==> config.mk <==
export PLATFORM = sky130hd
export DESIGN_NAME = random_access_memory
export DESIGN_NICKNAME = d
export VERILOG_FILES = /design/src/rtl/random_access_memory.sv
export SDC_FILE = /design/constraint.sdc
export NUM_CORES = 1
export LEC_CHECK = 0
export CORE_MARGIN = 1
export CORE_UTILIZATION = 50
export DETAILED_ROUTE_END_ITERATION = 16
export PLACE_DENSITY = 0.69
export SETUP_SLACK_MARGIN = 0.2
export SLEW_MARGIN = 20
export SYNTH_ARGS = -nofsm -noshare
export SYNTH_HDL_FRONTEND = slang
export SYNTH_SLANG_ARGS = --single-unit
==> constraint.sdc <==
create_clock -name clk -period 2.53 [get_ports clk]
set_clock_uncertainty 0.1 [all_clocks]
set_input_delay 0.3795 -clock clk [delete_from_list [all_inputs] [get_ports clk]]
set_output_delay 0.3795 -clock clk [all_outputs]
set_load 0.05 [all_outputs]
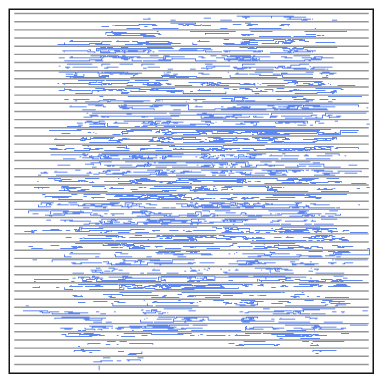
*Metal 1*
Scale: 3 px per um. Supply wires on this layer in gray.
The longest straight run is 58.4 um. The layer holds 41% of the routed length. The wires run mostly horizontal. 568 nets have wire on it.
grt met1 use: 37.7%
Post-Route WL: 19400 um
via count: 5094

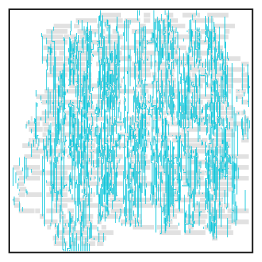
*The metal 2 layer*
Scale: 2 px per um.
The longest straight run is 55.8 um. The wires run mostly vertical. 547 nets have wire on it. The layer holds 47% of the routed length. The layer carries 9120 um of wire.
GR Layer Usage met2: 43.0%

==> results_dict.tcl <==
# flow metrics
set metrics [dict create \
    status "complete, no violations" \
    finalHoldViolCount 0 \
    fin_ws_ps 142 \
    p_clk_mw 2.36 \
    final_cell_mix "edfxtp_1 (128), o2bb2ai_1 (96), nand2_1 (60), buf_4 (54)" \
    cpMaxStageDelayCell "mux4_2" \
    rsz0062_at_grt "yes" \
    cp_max_fo 2 \
    tightestPinTransition_ps 783 \
    postSynthSeqShare_pct 56.1 \
    yosysMostFrequentCell "edfxtp_1" \
    lay_top_count "edfxtp_1" \
    cts.sinks 134 \
    grt_pass1_wl_um 29600 \
    rows 43 \
    top_layer_used "met4" \
    dp_hpwl_um 12800 \
    worst-r2r-setup-slack_ps 580 \
    route.detailed.drc 0 \
    ys_cells 508 \
    grt_max_degree 41 \
    ys_sh_simple_pct 6.55 \
    cts_tree "done" \
    busiest_layer "met2" \
    numCtsBuffers 17 \
    crit_type "register to output pin" \
    synth.top_cell.area_share_pct 54.4 \
    drtAntennaViolNets 0 \
    place_inst 728 \
    worstPathArrival_ps 1910 \
    finalSetupViolCount 0 \
    n_all_buffers 96 \
    power_switching_mw 1.54 \
    edf_count 128 \
    cts_buffer_depth 2 \
    largest_class "registers" \
    cts-root-buf "clkbuf_16" \
    seq_cells 134 \
    crit_buf_inv 1 \
    avgSynthCellArea_um2 13.9 \
    ff_type "edfxtp_1" \
    ys_top_logic_family "AND-OR/OR-AND gates" \
    place_ws_ps 14.4 \
    worst_hold_path_type "input pin to register" \
    intPower_mw 4.46 \
    fmax_mhz 419 \
    crit_path_end_kind "output pin" \
    largest_register_ff_count 128 \
    die_y_um 121 \
    grt_pass1_vias 5077 \
    critPathLaunchType "register" \
    place_congestion 0.848 \
    area_leaders "edfxtp_1 (54%), o2bb2ai_1 (12%), mux4_2 (6.4%), mux4_1 (4.5%), nand2_1 (3.6%)" \
    nFillCells 1049 \
    synth_warnings 0 \
    grt_use_total_pct 28.2 \
    min_path_cells 2 \
    power_frac_clock_pct 39.3 \
    bufAreaShareNonClock_pct 10.6 \
    comb_share_pct 33.8 \
    grt_antenna_before_repair 0 \
    async_reset_ff_share_pct 0 \
    post_drt_wl_per_cell_um 25.1 \
    synthMuxAreaShare_pct 13.5 \
    clk_pin_slew_ps 60 \
    worstPathCellList "mux4_2, a22oi_2, nand2_2, buf_6" \
    p_comb_mw 0.934 \
    slew_viol_final 0 \
    tns_ps 0 \
    powerDensity_nw_per_um2 703 \
    power_mw 6.01 \
    final_core_util_pct 61.8 \
    top_area_cell "edfxtp_1" \
    synth_cell_types 38 \
    min_period_ps 2390 \
    cap_violations 0 \
    power_leader "sequential cells" \
    logic_area_um2 2890 \
    clock_latency_ps 430 \
    via_per_inst 6.60 \
    firstDrtPassIters 5 \
    n_clock_buffer 22 \
    inv_count 3 \
    antenna_cells 0 \
]
